Clock distribution:
Scale: 10 px per um.
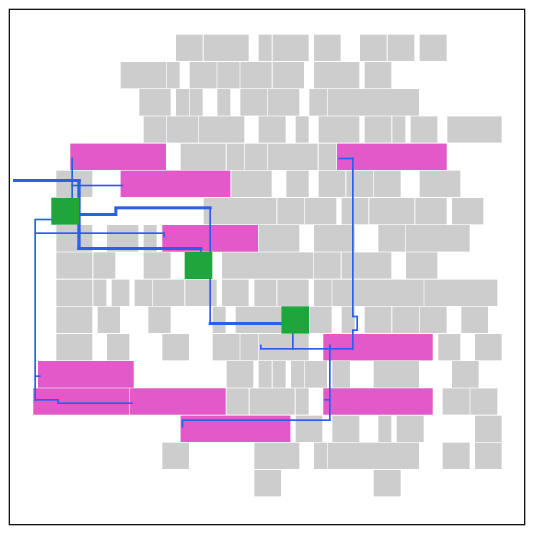
Metal layers overlaid:
Scale: 6 px per um.
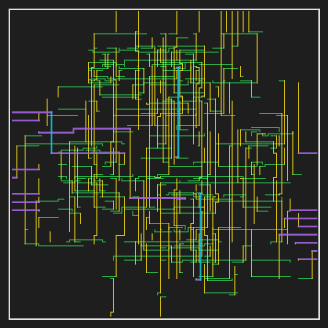
Selected gate families:
Scale: 6 px per um.
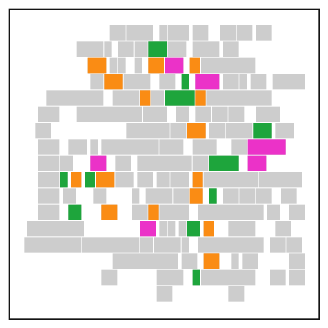
The metal 3 layer:
Scale: 10 px per um.
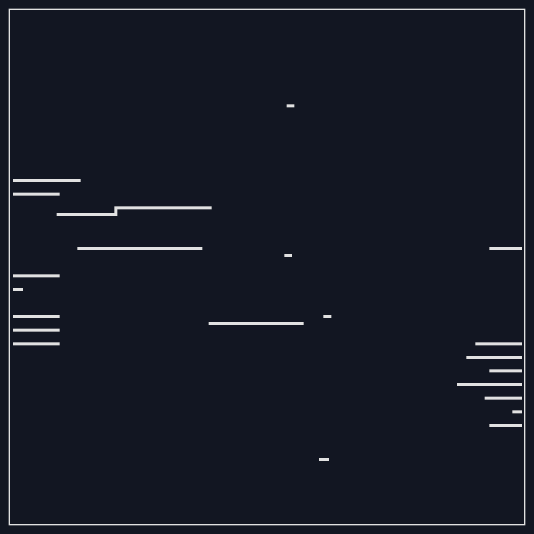
===== config.mk =====
export PLATFORM = sky130hd
export DESIGN_NAME = aural_mode_ctrl
export DESIGN_NICKNAME = d
export VERILOG_FILES = /design/src/rtl/aural_pkg.sv /design/src/rtl/gain_ramp.sv /design/src/rtl/aural_mode_ctrl.sv
export SDC_FILE = /design/constraint.sdc
export NUM_CORES = 1
export LEC_CHECK = 0
export CORE_MARGIN = 2
export CORE_UTILIZATION = 42
export CTS_CLUSTER_DIAMETER = 150
export CTS_CLUSTER_SIZE = 28
export DETAILED_ROUTE_END_ITERATION = 12
export PLACE_DENSITY = 0.85
export SLEW_MARGIN = 5
export SYNTH_ARGS = -nofsm -noshare
export SYNTH_HDL_FRONTEND = slang
export SYNTH_SLANG_ARGS = --single-unit

===== constraint.sdc =====
create_clock -name clk -period 2.3 [get_ports clk]
set_clock_uncertainty 0.2 [all_clocks]
set_input_delay 0.46 -clock clk [delete_from_list [all_inputs] [get_ports clk]]
set_output_delay 0.46 -clock clk [all_outputs]
set_load 0.05 [all_outputs]

===== src/rtl/aural_pkg.sv =====
// Shared defaults and width helpers for the aural mode controller slice.
package aural_pkg;

    localparam int unsigned DEF_GAIN_W = 8;
    localparam int unsigned DEF_STEP   = 64;

    function automatic logic [31:0] ones_mask(input int unsigned n);
        return (n >= 32) ? '1 : ((32'd1 << n) - 32'd1);
    endfunction

    function automatic logic [31:0] gain_max(input int unsigned w);
        return ones_mask(w);
    endfunction

endpackage


===== src/rtl/gain_ramp.sv =====
// One channel gain register ramping toward full or mute by STEP per sample tick.
module gain_ramp
    import aural_pkg::*;
#(
    parameter int unsigned GAIN_W = DEF_GAIN_W,
    parameter int unsigned STEP   = DEF_STEP
) (
    input  logic              clk,
    input  logic              rst,
    input  logic              target_i,
    input  logic              tick_i,
    output logic [GAIN_W-1:0] gain_o,
    output logic              at_target_o
);

    localparam logic [GAIN_W-1:0] GAIN_MAX = GAIN_W'(gain_max(GAIN_W));
    localparam logic [GAIN_W:0]   STEP_X   = (GAIN_W+1)'(STEP);

    logic [GAIN_W-1:0] gain_q, gain_d;
    logic [GAIN_W-1:0] tgt;
    logic [GAIN_W:0]   sum;

    assign tgt = target_i ? GAIN_MAX : '0;
    assign sum = {1'b0, gain_q} + STEP_X;

    // Target is only ever 0 or GAIN_MAX, so "below target" means ramping up to
    // GAIN_MAX and "above target" means ramping down to 0; both saturate.
    always_comb begin
        gain_d = gain_q;
        if (tick_i && (gain_q != tgt)) begin
            if (target_i) begin
                gain_d = (sum > {1'b0, tgt}) ? tgt : sum[GAIN_W-1:0];
            end else begin
                gain_d = ({1'b0, gain_q} < STEP_X) ? '0 : (gain_q - STEP_X[GAIN_W-1:0]);
            end
        end
    end

    always_ff @(posedge clk or negedge rst) begin
        if (!rst) begin
            gain_q <= GAIN_MAX;
        end else begin
            gain_q <= gain_d;
        end
    end

    assign gain_o      = gain_q;
    assign at_target_o = (gain_q == tgt);

endmodule


===== src/rtl/aural_mode_ctrl.sv =====
// N-channel aural enable mask with button stepping, direct load and click-free gain ramps.
module aural_mode_ctrl
    import aural_pkg::*;
#(
    parameter int unsigned NUM_CH = 2,
    parameter int unsigned GAIN_W = DEF_GAIN_W,
    parameter int unsigned STEP   = DEF_STEP
) (
    input  logic                     clk,
    input  logic                     rst,
    input  logic                     btn_next,
    input  logic                     btn_prev,
    input  logic                     mode_load,
    input  logic [NUM_CH-1:0]        mode_in,
    input  logic                     sample_tick,
    output logic [NUM_CH-1:0]        aural_state,
    output logic [NUM_CH*GAIN_W-1:0] gain_out,
    output logic                     busy
);

    localparam logic [NUM_CH-1:0] ALL_ONES = NUM_CH'(ones_mask(NUM_CH));

    logic              prev_next_q, prev_prev_q;
    logic              nxt_edge, prv_edge;
    logic [NUM_CH-1:0] state_q, state_d;
    logic [NUM_CH-1:0] at_tgt;

    assign nxt_edge = btn_next & ~prev_next_q;
    assign prv_edge = btn_prev & ~prev_prev_q;

    // Unsigned wrap of +/-1 gives the 0 <-> all-ones rollover directly.
    always_comb begin
        state_d = state_q;
        if (mode_load) begin
            state_d = mode_in;
        end else if (nxt_edge && !prv_edge) begin
            state_d = state_q - NUM_CH'(1);
        end else if (prv_edge && !nxt_edge) begin
            state_d = state_q + NUM_CH'(1);
        end
    end

    // Edge registers reset high so a button held through reset is not a press.
    always_ff @(posedge clk or negedge rst) begin
        if (!rst) begin
            prev_next_q <= 1'b1;
            prev_prev_q <= 1'b1;
            state_q     <= ALL_ONES;
        end else begin
            prev_next_q <= btn_next;
            prev_prev_q <= btn_prev;
            state_q     <= state_d;
        end
    end

    for (genvar i = 0; i < NUM_CH; i++) begin : g_ch
        gain_ramp #(
            .GAIN_W(GAIN_W),
            .STEP  (STEP)
        ) u_ramp (
            .clk        (clk),
            .rst        (rst),
            .target_i   (state_q[i]),
            .tick_i     (sample_tick),
            .gain_o     (gain_out[i*GAIN_W +: GAIN_W]),
            .at_target_o(at_tgt[i])
        );
    end

    assign aural_state = state_q;
    assign busy        = ~&at_tgt;

endmodule


==> notes.md <==
Summary of the current implementation state.

- The sequential cell area fraction in the yosys report is 0.279, for reference.
- The HPWL after detailed placement is 1660 um.
- The post-CTS setup buffer count is 3, for reference.
- The setup-violating endpoint count in the final report is 2, for reference.
- Per the synthesis report, the simple-gate share of the synthesized area is 0.154.
- The multiplexer fraction of the synthesized cell area is 0, for reference.
- The portion of the clock cycle consumed by the worst path in the final layout is 1.15, for reference.
- The total placed cells including tap cells is 158, for reference.
- According to the floorplan report, the total die area is 2640 um^2.
- The synthesized netlist has a Yosys-reported chip area of 943 um^2.
- The launch point of the critical path is g_ch[0].u_ramp.gain_o[6], for reference.
- The detailed router reports a met2 wire length of 1150 um.
- The most frequent logic cell in the layout is sky130_fd_sc_hd__buf_4, for reference.
- Counting the warning lines in the Yosys log gives 0.
- The final reports fail on negative setup slack.
- Pin placement for this block handled 27 I/O pins.
- According to the CTS report, the clock sink count is 10.
- The total power divided by cell area is 1460 nW/um^2, for reference.
- The register share of the cell area is 0.201, for reference.
- The detailed router reports a met3 wire length of 96 um.
- The library cells used most frequently in the layout, excluding fill and tap cells, are sky130_fd_sc_hd__buf_4, sky130_fd_sc_hd__ha_1, sky130_fd_sc_hd__clkdlybuf4s50_1.
- Across all setup checks in the final design, the least slack found is -349 ps.
- The clock passes through at most 2 buffers.
- The flip-flop count of the largest register, all copies and words added is 6, for reference.
- The tap cell count is 28, for reference.
- The source of the worst hold timing path is btn_prev, for reference.
- Of the post-synthesis cell area, the dominant cell type holds 0.279.
- The family with the most delay on the worst path is simple AND/OR/NAND/NOR gates, for reference.
- At the end of the flow, the number of nets in the layout was 162.
- In the floorplan report the effective utilization is 0.435.
- Per the final timing report, the hold violations number 0.
- The internal power of the cells totals 1.07 mW.
- Along the worst hold path, the cell count comes to 1.
- The H-tree level count is 1, for reference.
- The logic share of the area is 0.447, for reference.
- For reference, the critical path is captured by busy.
- The critical register-to-register path endpoint is g_ch[0].u_ramp.gain_o[7], for reference.
- Summed over all sequential cells, the power is 0.361 mW.
- The maximum clock rate is 378 MHz, for reference.
- There are 10 flip-flops and latches.
- The data required time at the worst endpoint is 1640 ps, for reference.
- The number of global-route vias before repair came to 847.
- The ratio of cells with drive above 1 in the final layout is 0.526, for reference.
- The flow ran to the end, but the final reports show violations.
- After layout, the minimum clock period comes to 2650 ps.
- The slack of the worst reg-to-reg path is -70 ps, for reference.
- The top cell class by occupied area is logic gates, for reference.
- The highest cell delay on the worst timing path is 630 ps, for reference.
- For hold timing, the worst endpoint is prev_prev_q.
- The CTS report gives the tree buffer count as 3.
- The synthesized netlist occupies a cell area of 943 um^2.
- Per the synthesis report, the number of distinct cell types is 31.
- The switching portion of total power comes to 0.480.
- The area overhead of the layout relative to synthesis is 48.8%, for reference.
- The script logs the ratio of routed vias to standard cells as 5.02.
- The worst setup path is captured at an output port.
- The reported clock group power is 0.164 mW, for reference.
- The number of gates resized after CTS was 7.
- The number of buffer cells added on primary ports is 26, for reference.
- The core region is 2170 um^2.
- The arrival time reported for the critical path endpoint is 1990 ps, for reference.
- The origin of the critical flop-to-flop path is g_ch[0].u_ramp.gain_o[6], for reference.
- After global routing the overflow that remains totals 0.
- The top power consumer group is combinational cells, for reference.
- The portion of the layout cell area used by non-clock buffers is 0.272, for reference.
- Of the total power, registers draw 0.176.
- The utilization of the core after routing is 0.647, for reference.
- In the final routed layout, each cell accounts on average for 13.0 um.
- The number of antenna diodes in the final layout is 0.
- Adding up every negative setup slack in the final design gives -415 ps.
- The transition at the pin with the smallest max-transition slack is 465 ps, for reference.
- The detail route stage leaves a number of antenna-violating nets equal to 0.
- The root buffer cell is sky130_fd_sc_hd__clkbuf_4, for reference.
- The most instantiated library cell after synthesis is sky130_fd_sc_hd__ha_1, for reference.
- The largest area contributor in the synthesized netlist is sky130_fd_sc_hd__dfstp_2, for reference.
- The met2 usage is 0.323, for reference.
- TritonCTS built the clock tree.
- The layout contains a multi-input combinational cell count of 67.
- For the worst flop-to-flop path, the logic depth is 7.
- Combinational power for this build is 1.52 mW.
- The global routing usage summed across all routing layers is 0.188, for reference.
- Power comes to 2.05 mW.
- In this run, the synthesized area fraction spent on AND-OR/OR-AND gates is recorded as 0.162.
- In this run, the synthesized area fraction spent on adder and majority cells is recorded as 0.228.
- The critical path buffer and inverter count is 2, for reference.
- The floorplan net count is 124, for reference.
- The number of enable flip-flop cells is 0, for reference.
- The first-pass GRT wire length is 3640 um, for reference.
- After synthesis, the mean cell area works out to 9.43 um^2.
- After filler insertion, the fill cell instance count of the layout stands at 185.
- The number of ordinary and repair buffers in the finished layout is 46, for reference.
- The uppermost signal routing layer after detailed routing is met4, for reference.
- The global routing stage identified its most utilized layer as met2.
Back to the opening pictures, 'clock distribution':
Key: clock wires = blue [length 179 um]; flip-flops = magenta [count 10]; clock-net drivers = green [count 3]
There are 4 routed clock nets.

Back to the opening pictures, 'metal layers overlaid':
Key: M3 = purple [wire length 96.6 um]; M1 = green [wire length 863 um]; M2 = yellow [wire length 1,150 um]; M4 = cyan [wire length 36.0 um]

Back to the opening pictures, 'selected gate families':
Key: non-inverting ao/oa cells = magenta [cells 6]; nand cells = green [cells 11, most used nand2_1]; aoi and oai cells = orange [cells 15]

Back to the opening pictures, 'the metal 3 layer':
The wires run mostly horizontal. The layer holds 4.5% of the routed length. The layer carries 96.6 um of wire. The longest straight run is 12.2 um. 18 nets have wire on it.
count of vias placed by the detailed router: 829
total detailed-routing wirelength: 2140 um
met3 usage: 0.0526

Power and IR drop assume default switching activity.
